===== src/rtl/negedge_frame_tx_pkg.sv =====
// negedge_frame_tx_pkg
// Shared definitions for the falling-edge serial frame transmitter:
//   tx_state_e  - transmitter FSM states
//   IDLE_LEVEL  - level driven on the serial line between frames
//   frameLength - number of bit periods one frame occupies on the line
package negedge_frame_tx_pkg;

  typedef enum logic [2:0] {
    IDLE  = 3'd0,
    START = 3'd1,
    DATA  = 3'd2,
    PAR   = 3'd3,
    STOP  = 3'd4
  } tx_state_e;

  localparam logic IDLE_LEVEL = 1'b1;

  // One start bit, the payload, an optional parity bit and the stop bits.
  function automatic int frameLength(input int dataW, input int stopBits, input bit parityEn);
    return 1 + dataW + (parityEn ? 1 : 0) + stopBits;
  endfunction

endpackage


===== src/rtl/negedge_frame_fifo.sv =====
// negedge_frame_fifo
// Small synchronous FIFO clocked on the falling edge of clkin_data with an
// asynchronous active-high reset. The head word is presented combinationally
// on popData_o whenever the FIFO is not empty.
//
// Ports:
//   clkin_data  - clock, all flops use its falling edge
//   reset       - asynchronous active-high reset, empties the FIFO
//   push_i      - write pushData_i (ignored while full)
//   pushData_i  - word to write
//   pop_i       - discard the head word (ignored while empty)
//   popData_o   - current head word
//   full_o      - occupancy equals DEPTH
//   empty_o     - occupancy is zero
//   count_o     - current occupancy, 0..DEPTH
module negedge_frame_fifo #(
  parameter int WIDTH = 7,
  parameter int DEPTH = 4,
  localparam int AW = $clog2(DEPTH),
  localparam int CW = AW + 1
) (
  input  logic             clkin_data,
  input  logic             reset,
  input  logic             push_i,
  input  logic [WIDTH-1:0] pushData_i,
  input  logic             pop_i,
  output logic [WIDTH-1:0] popData_o,
  output logic             full_o,
  output logic             empty_o,
  output logic [CW-1:0]    count_o
);

  logic [WIDTH-1:0] mem_q [DEPTH];
  logic [AW-1:0]    wrPtr_q, wrPtr_d;
  logic [AW-1:0]    rdPtr_q, rdPtr_d;
  logic [CW-1:0]    count_q, count_d;
  logic             doPush;
  logic             doPop;

  assign full_o    = (count_q == CW'(DEPTH));
  assign empty_o   = (count_q == '0);
  assign count_o   = count_q;
  assign popData_o = mem_q[rdPtr_q];

  assign doPush = push_i && !full_o;
  assign doPop  = pop_i && !empty_o;

  // DEPTH is a power of two, so the pointers wrap simply by overflowing.
  always_comb begin
    wrPtr_d = wrPtr_q;
    rdPtr_d = rdPtr_q;
    count_d = count_q;
    if (doPush) begin
      wrPtr_d = wrPtr_q + AW'(1);
    end
    if (doPop) begin
      rdPtr_d = rdPtr_q + AW'(1);
    end
    case ({doPush, doPop})
      2'b10:   count_d = count_q + CW'(1);
      2'b01:   count_d = count_q - CW'(1);
      default: count_d = count_q;
    endcase
  end

  always_ff @(negedge clkin_data or posedge reset) begin
    if (reset) begin
      wrPtr_q <= '0;
      rdPtr_q <= '0;
      count_q <= '0;
    end else begin
      wrPtr_q <= wrPtr_d;
      rdPtr_q <= rdPtr_d;
      count_q <= count_d;
    end
  end

  // Storage needs no reset: a slot is only ever read after it has been written.
  always_ff @(negedge clkin_data) begin
    if (doPush) begin
      mem_q[wrPtr_q] <= pushData_i;
    end
  end

endmodule


===== src/rtl/negedge_frame_tx.sv =====
// negedge_frame_tx
// Serial frame transmitter launching on the falling edge of clkin_data.
// Words arrive over a valid/ready handshake into a small FIFO and are sent
// as idle-high frames: start bit (0), payload LSB first, optional even
// parity bit, then STOP_BITS stop bits (1). Back-to-back frames follow each
// other with no idle gap while the FIFO holds data.
//
// Optional feature macro: NEGEDGE_FRAME_TX_PARITY_EN
//   defined   - a parity bit (XOR of the payload) is sent after the payload
//   undefined - no parity bit; the payload is followed directly by the stop bits
//
// Ports:
//   clkin_data   - clock, all flops use its falling edge
//   reset        - asynchronous active-high reset, aborts any frame
//   in_valid     - a word is offered
//   in_data      - the offered word
//   in_ready     - FIFO can accept a word (not full)
//   tx_out       - serial line, idle high
//   tx_busy      - a frame is in progress
//   frame_count  - completed frames, wraps modulo 256
module negedge_frame_tx
  import negedge_frame_tx_pkg::*;
#(
  parameter int DATA_W     = 7,
  parameter int FIFO_DEPTH = 4,
  parameter int STOP_BITS  = 1
) (
  input  logic              clkin_data,
  input  logic              reset,
  input  logic              in_valid,
  input  logic [DATA_W-1:0] in_data,
  output logic              in_ready,
  output logic              tx_out,
  output logic              tx_busy,
  output logic [7:0]        frame_count
);

  // A single-bit payload still needs a one-bit index register.
  localparam int IDX_W = (DATA_W > 1) ? $clog2(DATA_W) : 1;
  localparam int CNT_W = $clog2(FIFO_DEPTH) + 1;
  localparam logic [IDX_W-1:0] LAST_IDX  = IDX_W'(DATA_W - 1);
  localparam logic             STOP_LAST = (STOP_BITS == 2);

  tx_state_e         state_q, state_d;
  logic [DATA_W-1:0] shift_q, shift_d;
  logic [IDX_W-1:0]  bitIdx_q, bitIdx_d;
  logic              stopCnt_q, stopCnt_d;
  logic              txOut_q, txOut_d;
  logic [7:0]        frameCnt_q, frameCnt_d;
`ifdef NEGEDGE_FRAME_TX_PARITY_EN
  logic              parity_q, parity_d;
`endif

  logic              fifoPush;
  logic              fifoPop;
  logic [DATA_W-1:0] fifoHead;
  logic              fifoFull;
  logic              fifoEmpty;
  logic [CNT_W-1:0]  unusedFifoCount;

  // Ready depends only on registered occupancy, never on in_valid.
  assign in_ready    = !fifoFull;
  assign fifoPush    = in_valid && in_ready;
  assign tx_out      = txOut_q;
  assign tx_busy     = (state_q != IDLE);
  assign frame_count = frameCnt_q;

  negedge_frame_fifo #(
    .WIDTH (DATA_W),
    .DEPTH (FIFO_DEPTH)
  ) u_fifo (
    .clkin_data (clkin_data),
    .reset      (reset),
    .push_i     (fifoPush),
    .pushData_i (in_data),
    .pop_i      (fifoPop),
    .popData_o  (fifoHead),
    .full_o     (fifoFull),
    .empty_o    (fifoEmpty),
    .count_o    (unusedFifoCount)
  );

  // tx_out is registered, so each state's next-state logic sets the level
  // that the following bit period will carry. START therefore already
  // launches payload bit 0, and DATA launches bits 1..DATA_W-1 while
  // bitIdx_q counts the payload bits already on the line.
  always_comb begin
    state_d    = state_q;
    shift_d    = shift_q;
    bitIdx_d   = bitIdx_q;
    stopCnt_d  = stopCnt_q;
    txOut_d    = txOut_q;
    frameCnt_d = frameCnt_q;
    fifoPop    = 1'b0;
`ifdef NEGEDGE_FRAME_TX_PARITY_EN
    parity_d   = parity_q;
`endif

    case (state_q)
      IDLE: begin
        txOut_d = IDLE_LEVEL;
        if (!fifoEmpty) begin
          fifoPop = 1'b1;
          shift_d = fifoHead;
`ifdef NEGEDGE_FRAME_TX_PARITY_EN
          parity_d = ^fifoHead;
`endif
          txOut_d = 1'b0;
          state_d = START;
        end
      end

      START: begin
        txOut_d  = shift_q[0];
        shift_d  = shift_q >> 1;
        bitIdx_d = '0;
        state_d  = DATA;
      end

      DATA: begin
        if (bitIdx_q == LAST_IDX) begin
`ifdef NEGEDGE_FRAME_TX_PARITY_EN
          txOut_d = parity_q;
          state_d = PAR;
`else
          txOut_d   = IDLE_LEVEL;
          stopCnt_d = 1'b0;
          state_d   = STOP;
`endif
        end else begin
          txOut_d  = shift_q[0];
          shift_d  = shift_q >> 1;
          bitIdx_d = bitIdx_q + IDX_W'(1);
        end
      end

`ifdef NEGEDGE_FRAME_TX_PARITY_EN
      PAR: begin
        txOut_d   = IDLE_LEVEL;
        stopCnt_d = 1'b0;
        state_d   = STOP;
      end
`endif

      STOP: begin
        if (stopCnt_q == STOP_LAST) begin
          // Frame complete; chain straight into the next one if a word waits.
          frameCnt_d = frameCnt_q + 8'd1;
          if (!fifoEmpty) begin
            fifoPop = 1'b1;
            shift_d = fifoHead;
`ifdef NEGEDGE_FRAME_TX_PARITY_EN
            parity_d = ^fifoHead;
`endif
            txOut_d = 1'b0;
            state_d = START;
          end else begin
            txOut_d = IDLE_LEVEL;
            state_d = IDLE;
          end
        end else begin
          txOut_d   = IDLE_LEVEL;
          stopCnt_d = stopCnt_q + 1'b1;
        end
      end

      default: begin
        txOut_d = IDLE_LEVEL;
        state_d = IDLE;
      end
    endcase
  end

  always_ff @(negedge clkin_data or posedge reset) begin
    if (reset) begin
      state_q    <= IDLE;
      shift_q    <= '0;
      bitIdx_q   <= '0;
      stopCnt_q  <= 1'b0;
      txOut_q    <= IDLE_LEVEL;
      frameCnt_q <= 8'd0;
`ifdef NEGEDGE_FRAME_TX_PARITY_EN
      parity_q   <= 1'b0;
`endif
    end else begin
      state_q    <= state_d;
      shift_q    <= shift_d;
      bitIdx_q   <= bitIdx_d;
      stopCnt_q  <= stopCnt_d;
      txOut_q    <= txOut_d;
      frameCnt_q <= frameCnt_d;
`ifdef NEGEDGE_FRAME_TX_PARITY_EN
      parity_q   <= parity_d;
`endif
    end
  end

endmodule

===== config.mk =====
export PLATFORM = sky130hd
export DESIGN_NAME = negedge_frame_tx
export DESIGN_NICKNAME = d
export VERILOG_FILES = /design/src/rtl/negedge_frame_tx_pkg.sv /design/src/rtl/negedge_frame_fifo.sv /design/src/rtl/negedge_frame_tx.sv
export SDC_FILE = /design/constraint.sdc
export NUM_CORES = 1
export LEC_CHECK = 0
export CORE_MARGIN = 4
export CORE_UTILIZATION = 60
export CTS_BUF_LIST = sky130_fd_sc_hd__clkbuf_16
export CTS_CLUSTER_DIAMETER = 80
export DETAILED_ROUTE_END_ITERATION = 8
export GPL_TIMING_DRIVEN = 0
export PLACE_DENSITY = 0.87
export SLEW_MARGIN = 30
export SYNTH_ARGS = -nofsm -noshare
export SYNTH_HDL_FRONTEND = slang
export SYNTH_SLANG_ARGS = --single-unit

===== constraint.sdc =====
create_clock -name clkin_data -period 3.1 [get_ports clkin_data]
set_input_delay 0.31 -clock clkin_data [delete_from_list [all_inputs] [get_ports clkin_data]]
set_output_delay 0.31 -clock clkin_data [all_outputs]
set_load 0.02 [all_outputs]

congestion_map.png
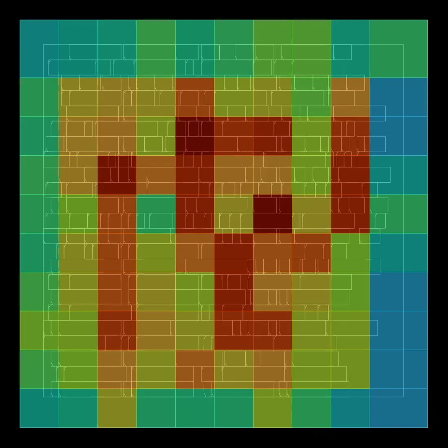
Core Util, Final: 81.5%
busiest grt layer: met2
Total GRT Usage: 23.1%

pinout.png
Pins as bars across the die edge, other pins in gray.
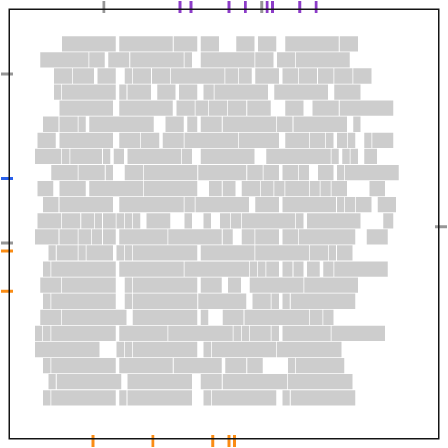
in_data: shown in orange, pins 7, direction input, edge 5 south, 2 west. frame_count: shown in purple, pins 8, direction output, edge north. in_ready: shown in blue, pins 1, direction output, edge west.
All pins by edge: 10 north, 5 west, 5 south, 1 east.
die height: 72.4 um
IO Port Bufs: 20
die width: 72.4 um

class_map.png
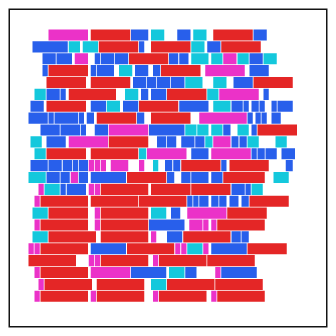
clock drivers and dummy loads: shown in magenta, cells 45. remaining buffers and delay cells: shown in cyan, cells 38. registers: shown in red, cells 57. remaining logic cells: shown in blue, cells 107.
Core ar.: 4000 um2
flop share of the area: 48.1%
row count: 23
final instance area: 3260 um2

clock_wires.png
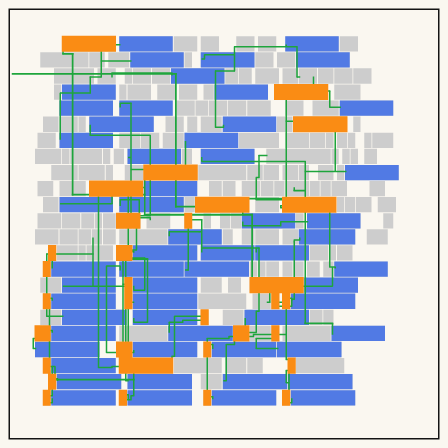
clock wires: shown in green, length 915 um. flip-flops: shown in blue, count 57. clock-net drivers: shown in orange, count 38.
There are 39 routed clock nets.
Worst-Skew Late Latency: 0.40 ns
clock share of power: 32.3%
clk pwr: 1180 uW
Setup Skew: 0.0742 ns

## worst reg2reg max path, stage by stage, from the launching register on
cell     delay (ns)
dfrtn_1        0.36
buf_6          0.14
buf_4          0.15
nor3_1         0.45
ha_2           0.29
inv_1          0.06
fa_2           0.33
xor2_1         0.14
nor2_1         0.13
xor2_1         0.08
## what timing repair did
action | CTS | global route
gates resized | 22 | 6
buffers inserted | 3 | 8
endpoints found under the setup margin | 13 | 3
hold buffers | 0 | 0
pin swaps | 2 | 3
## per-layer routing
| layer | vias to the layer above | wire (um) | part of all wire, % |
|---|---|---|---|
| met3 | 16 | 270 | 4.9 |
| met2 | 74 | 3000 | 54 |
| li1 | 783 | - | - |
| met1 | 861 | 2130 | 38 |
| met5 | - | 0 | 0 |
| met4 | 0 | 146 | 2.6 |
==> summary.txt <==
flow finished, numbers: outcome=finished, violations left, failing checks=setup timing, full die area=5240 um2, slowest stage delay, CP=0.39 ns, total power=3640 uW, Worst setup SP type=register, Area leader share=33.8%, Hold Path Stages=1, Non-clock buffers, area share=9.95%, Warnings, synthesis=0, largest cell class by area=sequential cells, Leak=0.00149 uW, Flop Count=57, setup ws final=-0.122 ns, Vias=1734, met2 Usage GRT=37.0%, Largest register FFs=28, cell type with the largest total area=edfxtp_1, DRT iter0 DRCs=183, most used cell, CP=buf_6, cells along the critical path=buf_6, or3_4, buf_6, Adder Share, Synth=4.83%, multi-input gates=96, XOR/XNOR Area Share=4.93%, Min Hold Slack=0.420 ns, dpl ws=-0.568 ns, r2r setup slk=0.81 ns, slowest cell on the critical path=or3_4, # H-tree levels=3, CTS Buf Count=9, Worst Min Path Start=frame_count[7], global-route wire length before repair=8820 um, switching share of power=35.9%, Worst Path Max Fanout=7, non-clock inverter count=11, met1 usage=27.2%, endpoints failing setup=1, most frequent cells after synthesis=dfrtn_1 (28), edfxtp_1 (28), inv_1 (12), final hold violations=0, CTS tree=built, comb pwr=1290 uW, Synth flops=57, worst r2r dst=u_fifo.count_o[2], Clock Path Buffers=2, Seq share, synth=63.1%, sequential share of power=32.3%, FP Core Util=62.1%, Layout fillers=209, CP delay by family, top=simple AND/OR/NAND/NOR gates, Async SR Flop Fraction=50.9%, Reg clk slew, reported paths=0.04 ns, slew margin rel.=59.5%, Placed Cells incl. Taps=242, Antenna diodes=0, Final Max Tran Viols=0, Top non-seq family=AND-OR/OR-AND gates, crit path launch=state_q[0], layout clock buffer count=9, post-synthesis cell area=2480 um2, tap cells=50, Non-Filler Instances=297, Mapped Nets=191, Post-Synth AOI/OAI Area=8.06%, Mapped Cells=172, TNS Setup=-0.122 ns, total gr overflow=0, Syn Area/Cell=14.4 um2, vias in the first global route=1821, P&R area growth vs syn=31.1%, cell count along the critical path=3, pin count of the biggest net entering global routing=30
No activity file was given, so power comes from the tool's default toggle rates.
